Figure 1. Layout detail (run 1).
Window x 23 to 48, y 9 to 34 µm. Cells in gray, sequential cells in the stronger gray; small squares are vias.
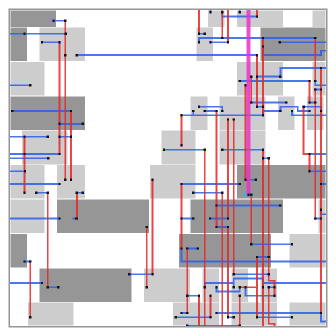
Figure 2. Sequential cells colored by netlist name (run 1).
Drawn at 4 px/µm. Other sequential cells in the stronger gray, the rest of the logic in the fainter gray.
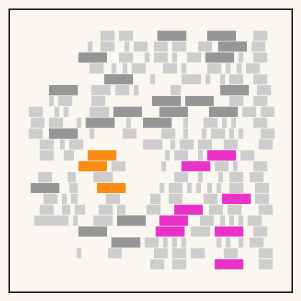
Figure 3. Routing congestion map (run 1).
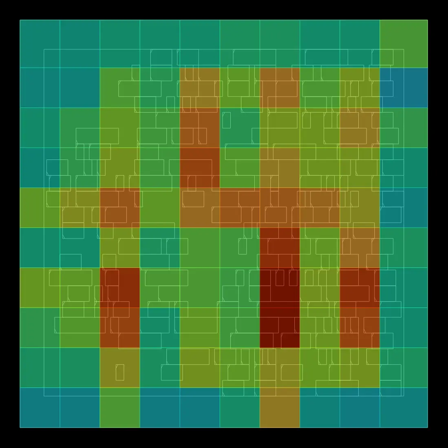
## src/rtl/memctl.sv

```systemverilog
// memctl: sequences single load/store accesses to a data memory whose read data is
// registered (one cycle read latency).
//
// Ports
//   clk           clock, all state changes on its rising edge
//   reset_memctl  synchronous active-low reset
//   start, op     access request (op: 1 = store, 0 = load), sampled only in IDLE
//   addr, reg_val address and store data, captured when a request is accepted
//   dmem_data     registered read data from the data memory
//   dmem_addr     address to the data memory
//   read_val      write data to the data memory
//   REDMEM        data-memory write enable
//   load_data     captured load result for the register file
//   WEREG         register-file write strobe (one cycle, loads only)
//   busy          high while not in IDLE
//   done          one-cycle completion pulse
// Every output comes straight from a flop.
module memctl (
  input  logic       clk,
  input  logic       reset_memctl,
  input  logic       start,
  input  logic       op,
  input  logic [7:0] addr,
  input  logic [7:0] reg_val,
  input  logic [7:0] dmem_data,
  output logic [7:0] dmem_addr,
  output logic [7:0] read_val,
  output logic       REDMEM,
  output logic [7:0] load_data,
  output logic       WEREG,
  output logic       busy,
  output logic       done
);

  typedef enum logic [2:0] {
    StIdle,
    StStore,
    StLoadAddr,
    StLoadWait,
    StDone
  } state_e;

  state_e     state_q, state_d;
  logic [7:0] dmem_addr_q, dmem_addr_d;
  logic [7:0] read_val_q, read_val_d;
  logic [7:0] load_data_q, load_data_d;
  logic       redmem_q, redmem_d;
  logic       wereg_q, wereg_d;
  logic       busy_q, busy_d;
  logic       done_q, done_d;

  always_comb begin
    state_d     = state_q;
    dmem_addr_d = dmem_addr_q;
    read_val_d  = read_val_q;
    load_data_d = load_data_q;
    redmem_d    = 1'b0;
    wereg_d     = 1'b0;
    done_d      = 1'b0;

    unique case (state_q)
      StIdle: begin
        if (start) begin
          dmem_addr_d = addr;
          read_val_d  = reg_val;
          redmem_d    = op;
          state_d     = op ? StStore : StLoadAddr;
        end
      end
      StStore: begin
        done_d  = 1'b1;
        state_d = StDone;
      end
      // Memory registers its read data at the end of this cycle.
      StLoadAddr: begin
        state_d = StLoadWait;
      end
      StLoadWait: begin
        load_data_d = dmem_data;
        wereg_d     = 1'b1;
        done_d      = 1'b1;
        state_d     = StDone;
      end
      StDone: begin
        state_d = StIdle;
      end
      default: begin
        state_d = StIdle;
      end
    endcase

    // Registered busy tracks the state it will be in next cycle.
    busy_d = (state_d != StIdle);
  end

  always_ff @(posedge clk) begin
    if (!reset_memctl) begin
      state_q     <= StIdle;
      dmem_addr_q <= 8'h00;
      read_val_q  <= 8'h00;
      load_data_q <= 8'h00;
      redmem_q    <= 1'b0;
      wereg_q     <= 1'b0;
      busy_q      <= 1'b0;
      done_q      <= 1'b0;
    end else begin
      state_q     <= state_d;
      dmem_addr_q <= dmem_addr_d;
      read_val_q  <= read_val_d;
      load_data_q <= load_data_d;
      redmem_q    <= redmem_d;
      wereg_q     <= wereg_d;
      busy_q      <= busy_d;
      done_q      <= done_d;
    end
  end

  assign dmem_addr = dmem_addr_q;
  assign read_val  = read_val_q;
  assign load_data = load_data_q;
  assign REDMEM    = redmem_q;
  assign WEREG     = wereg_q;
  assign busy      = busy_q;
  assign done      = done_q;

endmodule

```

## config.mk

```make
export PLATFORM = sky130hd
export DESIGN_NAME = memctl
export DESIGN_NICKNAME = d
export VERILOG_FILES = /design/src/rtl/memctl.sv
export SDC_FILE = /design/constraint.sdc
export NUM_CORES = 1
export LEC_CHECK = 0
export CELL_PAD_IN_SITES_DETAIL_PLACEMENT = 1
export CELL_PAD_IN_SITES_GLOBAL_PLACEMENT = 1
export CORE_MARGIN = 4
export CORE_UTILIZATION = 31
export DETAILED_ROUTE_END_ITERATION = 7
export HOLD_SLACK_MARGIN = 0.1
export PLACE_DENSITY = 0.87
export SLEW_MARGIN = 0
export SYNTH_ARGS = -nofsm -noshare
export SYNTH_HDL_FRONTEND = slang
export SYNTH_SLANG_ARGS = --single-unit
```

## constraint.sdc

```tcl
create_clock -name clk -period 3.6 [get_ports clk]
set_input_delay 0.72 -clock clk [delete_from_list [all_inputs] [get_ports clk]]
set_output_delay 0.72 -clock clk [all_outputs]
set_load 0.02 [all_outputs]
```

==> out/metrics.csv, run 1 <==
metric,value,unit
status,completed,
Final GP Congestion,0.7490,
sequential power share,46.3,%
drt pass-1 iters,4,
max-cap violations,0,
Crit path max-delay family,buffers and inverters,
comb area leader,simple AND/OR/NAND/NOR gates,
worst-margin pin slew,0.7534,ns
CTS tree,yes,
Final #Nets,209,
flop count,31,
Final ANT Viol Nets,0,
number of enable flip-flop cells,0,
most common logic cells in the final layout,"55 x clkdlybuf4s50_1, 49 x nand2_1, 31 x dfxtp_1, 24 x mux2i_1, 7 x clkbuf_8",
max incr delay on CP,0.65,ns
Worst slew margin,49.56,%
Critical path origin,start,
DR vias/cell,4.474,
post-CTS setup repair buffer count,0,
Vias,1029,
Final period util,62.44,%
# setup viols final,0,
CTS buffer count,5,
Critical-path top delay cell,nor4b_4,
final hold vios,0,
Yosys Instances,126,
Total Power,814.5,µW
r2r setup slk,1.83,ns
antenna fix cells,0,
Data buffer area share,30.13,%
post-CTS sizing,0,
Worst Setup End Kind,flop,
Gate power share,17.7,%
largest net degree at the start of global routing,52,
AO/OA Area Share,1.246,%
Area leader share,51.51,%
GR Layer Usage met1,16.26,%
clk_buf instances,8,
Post-Syn Nets,154,
CTS H-tree lvls,2,
ClkCell Share,5.333,%
clock root cell,clkbuf_8,
Final min period,2.248,ns
mi-comb count,85,
layout cells sized above 1,7.143,%
Die Ht,70.35,µm
Longest Clk Path Bufs,2,
XORs/XNORs by Area,0,%
Finished Cell Area,1877,µm²
Sw Pwr,198.2,µW
clock skew,0.002111,ns
Net Sw Frac,24.34,%
area post-placement,1777,µm²
Fin Setup TNS,0,ns
Clock transition at path regs,0.06,ns
Placeable Area,3716,µm²
vias in the first global route,1127,
first-pass GRT wire length,5.388,mm
Ys Warns,0,
top-count cell post-synth,nand2_1,
fa+ha+maj area frac,0,%
leakage power,0.7286,nW
DPL Wire Length,2.438,mm
met2 WL post-DR,1.520,mm
routed length per instance,14.02,µm
## Picture notes: Figure 1
| layer | color |
|---|---|
| metal 1 | blue |
| metal 4 | magenta |
| metal 2 | red |
| metal 3 | cyan |
sequential cells in the window: 7
most frequent: nand2_1 (8), dfxtp_1 (7), clkdlybuf4s50_1 (6)
netlist names of flops here include: `load_data` (4)
cells with their middle in the window: 32

## Picture notes: Figure 2
| signal | color | placed flops |
|---|---|---|
| `state_q` | orange | 3 |
| `load_data` | magenta | 8 |
not colored: 20
P_seq: 377 µW
final core utilization: 50.51%
FF+latch area: 620.6 µm²

## Picture notes: Figure 3
Most Crowded Layer GR: met2
GRT met3 Usage: 4.460%

==> run 2: changes to the inputs <==
- CORE_UTILIZATION: 31 -> 26
- PLACE_DENSITY: 0.87 -> 0.78
- clock period: 3.6 -> 1.8 ns (I/O delays scaled with it)
Figure 4. Layout detail (run 2).
Window x 26 to 51, y 10 to 35 µm. Cells in gray, sequential cells in the stronger gray; small squares are vias.
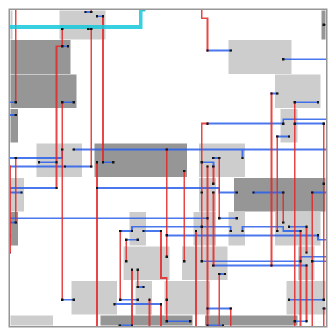
| layer | color |
|---|---|
| metal 2 | red |
| metal 3 | cyan |
| metal 1 | blue |
most frequent: nand2_1 (6), clkdlybuf4s50_1 (5), dfxtp_1 (4)
sequential cells in the window: 4
cells with their middle in the window: 22

Figure 5. Selected gate families (run 2).
Drawn at 4 px/µm.
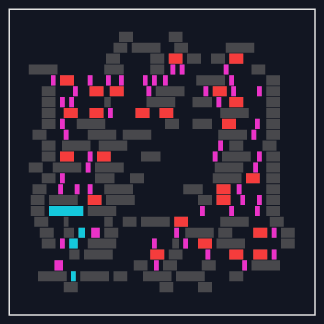
| family | color | cells |
|---|---|---|
| nor cells | cyan | 4 |
| mux cells | red | 24 |
| nand cells | magenta | 51 |

==> out/metrics.csv, run 2 <==
metric,value,unit
DR vias/cell,4.412,
CTS tree,yes,
Seq/total area,32.85,%
final hold vios,0,
combinational power,295,µW
Mapped Area,1205,µm²
Post-synth ARST share,0,%
DPL Wire Length,2.399,mm
Worst Path Arrival,1.25,ns
max incr delay on CP,0.62,ns
Clk power,536,µW
clock root cell,clkbuf_8,
CP Depth,1,
Area leader share,51.51,%
top-count cell post-synth,nand2_1,
Worst Hold Endpoint,load_data[1],
PD cells,839.0,nW/µm²
Worst slew margin,70.67,%
FF+latch area,620.6,µm²
post-CTS setup repair buffer count,0,
Die Ht,76.08,µm
Finished Cell Area,1889,µm²
Yosys Instances,126,
leakage power,0.7328,nW
clock network fraction of design power,33.8,%
r2r setup slk,0.55,ns
fmax,620.2,MHz
drt drc,0,
Gate power share,18.6,%
Final ANT Viol Nets,0,
antenna fix cells,0,
Max power group,registers,
met2 WL post-DR,1.544,mm
Net Sw Frac,24.89,%
Worst Setup End Kind,primary output,
DR WL met3,224,µm
Total Power,1.585,mW
P_seq,754,µW
OpenROAD warnings,26,
sequential area share after synthesis,51.51,%
met1 WL,1.371,mm
Critical path origin,read_val[2],
GRT met3 Usage,5.556,%
# setup viols final,0,
layout cells sized above 1,7.735,%
Clock transition at path regs,0.06,ns
ClkCell Share,4.636,%
Yosys top cell by area,dfxtp_1,
M2 GR Usage,18.32,%
buffers outside the clock class,57,
flop count,31,
Worst Hold Class,flop to flop,
Port Buf Inserts,55,
Fin Setup TNS,0,ns
Placeable Area,4414,µm²
routed length per instance,13.54,µm
drt pass-1 iters,3,
Critical-path top delay cell,clkdlybuf4s50_1,
clk_buf instances,6,
Sw Pwr,394.6,µW
mi-comb count,85,
most common logic cells in the final layout,"54 x clkdlybuf4s50_1, 49 x nand2_1, 31 x dfxtp_1, 24 x mux2i_1, 6 x clkbuf_8",
Post-Syn Nets,154,
final core utilization,42.80,%
Final period util,89.58,%
WP data required,1.44,ns
Int Pwr,1.191,mW
Final GP Congestion,0.6920,
post-CTS sizing,0,
XORs/XNORs by Area,0,%
Crit path max-delay family,buffers and inverters,
number of enable flip-flop cells,0,
post-synthesis register bit count,31,
first-pass GRT wire length,5.582,mm
sequential power share,47.6,%
Final #Nets,209,
worst-margin pin slew,0.4400,ns
largest net degree at the start of global routing,28,
Ys Warns,0,
comb area leader,simple AND/OR/NAND/NOR gates,
Startpoint Class,flop,
die width,76.08,µm
fa+ha+maj area frac,0,%
Data buffer area share,30.99,%
RSZ-0062 raised after global routing,false,
area post-placement,1802,µm²
Buf/Inv on CP,1,
AO/OA Area Share,1.246,%
CTS buffer count,5,
clk latency late pin,0.27,ns
max-cap violations,0,
Dominant flop cell,dfxtp_1,
GR Layer Usage met1,13.80,%
CTS H-tree lvls,2,
Final min period,1.612,ns
Top class by area,flip-flops and latches,
critical-path maximum fanout,2,
clock skew,0.003048,ns
Longest Clk Path Bufs,2,
vias in the first global route,1171,
Worst Hold Depth,2,
Most Crowded Layer GR,met2,
status,completed,
Reg-to-Reg End,read_val[1],
Vias,1028,
Highest Signal Layer,met4,
Figure 6. Sequential cells colored by netlist name (run 2).
Drawn at 4 px/µm. Other sequential cells in the stronger gray, the rest of the logic in the fainter gray.
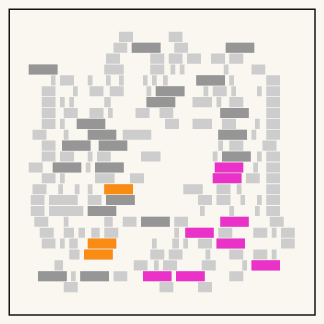
| signal | color | placed flops |
|---|---|---|
| `state_q` | orange | 3 |
| `load_data` | magenta | 8 |
not colored: 20

==> run 3: changes to the inputs <==
- CORE_MARGIN: 4 -> 1.5
- RECOVER_POWER: not set -> 100
Figure 7. Sequential cells colored by netlist name (run 3).
Drawn at 4 px/µm. Other sequential cells in the stronger gray, the rest of the logic in the fainter gray.
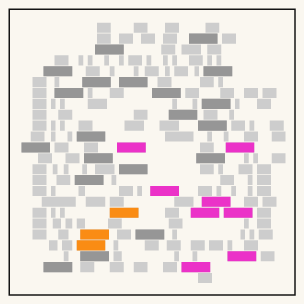
| signal | color | placed flops |
|---|---|---|
| `load_data` | magenta | 8 |
| `state_q` | orange | 3 |
not colored: 20
Seq/total area: 32.91%
final core utilization: 42.72%

Figure 8. Selected gate families (run 3).
Drawn at 4 px/µm.
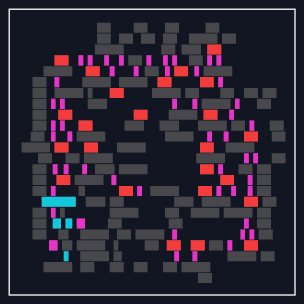
| family | color | cells |
|---|---|---|
| nand cells | magenta | 51 |
| mux cells | red | 24 |
| nor cells | cyan | 4 |
multi-input combinational area share: 27.94%
Layout Cells excl Fill: 234

==> out/metrics.csv, run 3 <==
metric,value,unit
Die Ht,71.08,µm
Crit path max-delay family,buffers and inverters,
Buf/Inv on CP,1,
AO/OA Area Share,1.246,%
Worst Path Arrival,1.31,ns
CP Depth,1,
status,completed,
Fin Setup TNS,0,ns
Total Power,1.614,mW
met1 WL,1.177,mm
CTS buffer count,5,
Net Sw Frac,24.38,%
layout cells sized above 1,7.143,%
CTS H-tree lvls,2,
Worst slew margin,29.09,%
clk latency late pin,0.28,ns
Worst Setup End Kind,primary output,
sequential area share after synthesis,51.51,%
comb area leader,simple AND/OR/NAND/NOR gates,
Final ANT Viol Nets,0,
Final min period,1.671,ns
clk_buf instances,8,
clock root cell,clkbuf_8,
critical-path maximum fanout,2,
DR WL met3,222,µm
Final #Nets,209,
DPL Wire Length,2.222,mm
Ys Warns,0,
Longest Clk Path Bufs,2,
antenna fix cells,0,
post-CTS sizing,0,
die area,5052,µm²
Clk power,591,µW
CTS tree,yes,
drt drc,0,
area post-placement,1802,µm²
top-count cell post-synth,nand2_1,
leakage power,0.8122,nW
Vias,1021,
vias in the first global route,1081,
met2 WL post-DR,1.440,mm
Dominant flop cell,dfxtp_1,
Yosys top cell by area,dfxtp_1,
Clock transition at path regs,0.06,ns
final hold vios,0,
Sw Pwr,393.5,µW
max-cap violations,0,
Final period util,92.84,%
ClkCell Share,5.309,%
Post-synth ARST share,0,%
Yosys Instances,126,
post-synthesis register bit count,31,
Finished Cell Area,1886,µm²
largest net degree at the start of global routing,28,
combinational power,272,µW
fa+ha+maj area frac,0,%
P_seq,751,µW
PD cells,855.8,nW/µm²
most common logic cells in the final layout,"49 x nand2_1, 31 x dfxtp_1, 28 x dlygate4sd3_1, 26 x clkdlybuf4s50_1, 24 x mux2i_1",
XORs/XNORs by Area,0,%
Worst Hold Class,flop to flop,
post-CTS setup repair buffer count,0,
R2R depth,3,
OpenROAD warnings,26,
Data buffer area share,30.19,%
Final GP Congestion,0.6776,
Post-Syn Nets,154,
Top class by area,flip-flops and latches,
Startpoint Class,flop,
Max power group,registers,
I/O pin total,56,
Placeable Area,4414,µm²
WP data required,1.44,ns
Port Buf Inserts,55,
max incr delay on CP,0.69,ns
clock network fraction of design power,36.6,%
Worst Hold Endpoint,load_data[7],
Worst Hold Depth,2,
mi-comb count,85,
# setup viols final,0,
first-pass GRT wire length,4.574,mm
sequential power share,46.5,%
fmax,598.4,MHz
flop count,31,
drt pass-1 iters,2,
die width,71.08,µm
DR vias/cell,4.363,
Figure 9. Routing congestion map (run 3).
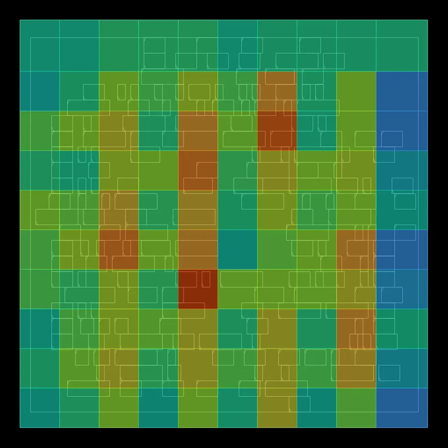
M2 GR Usage: 21.08%
GRT met3 Usage: 5.128%
routed length per instance: 12.32 µm

Power and IR drop assume default switching activity.
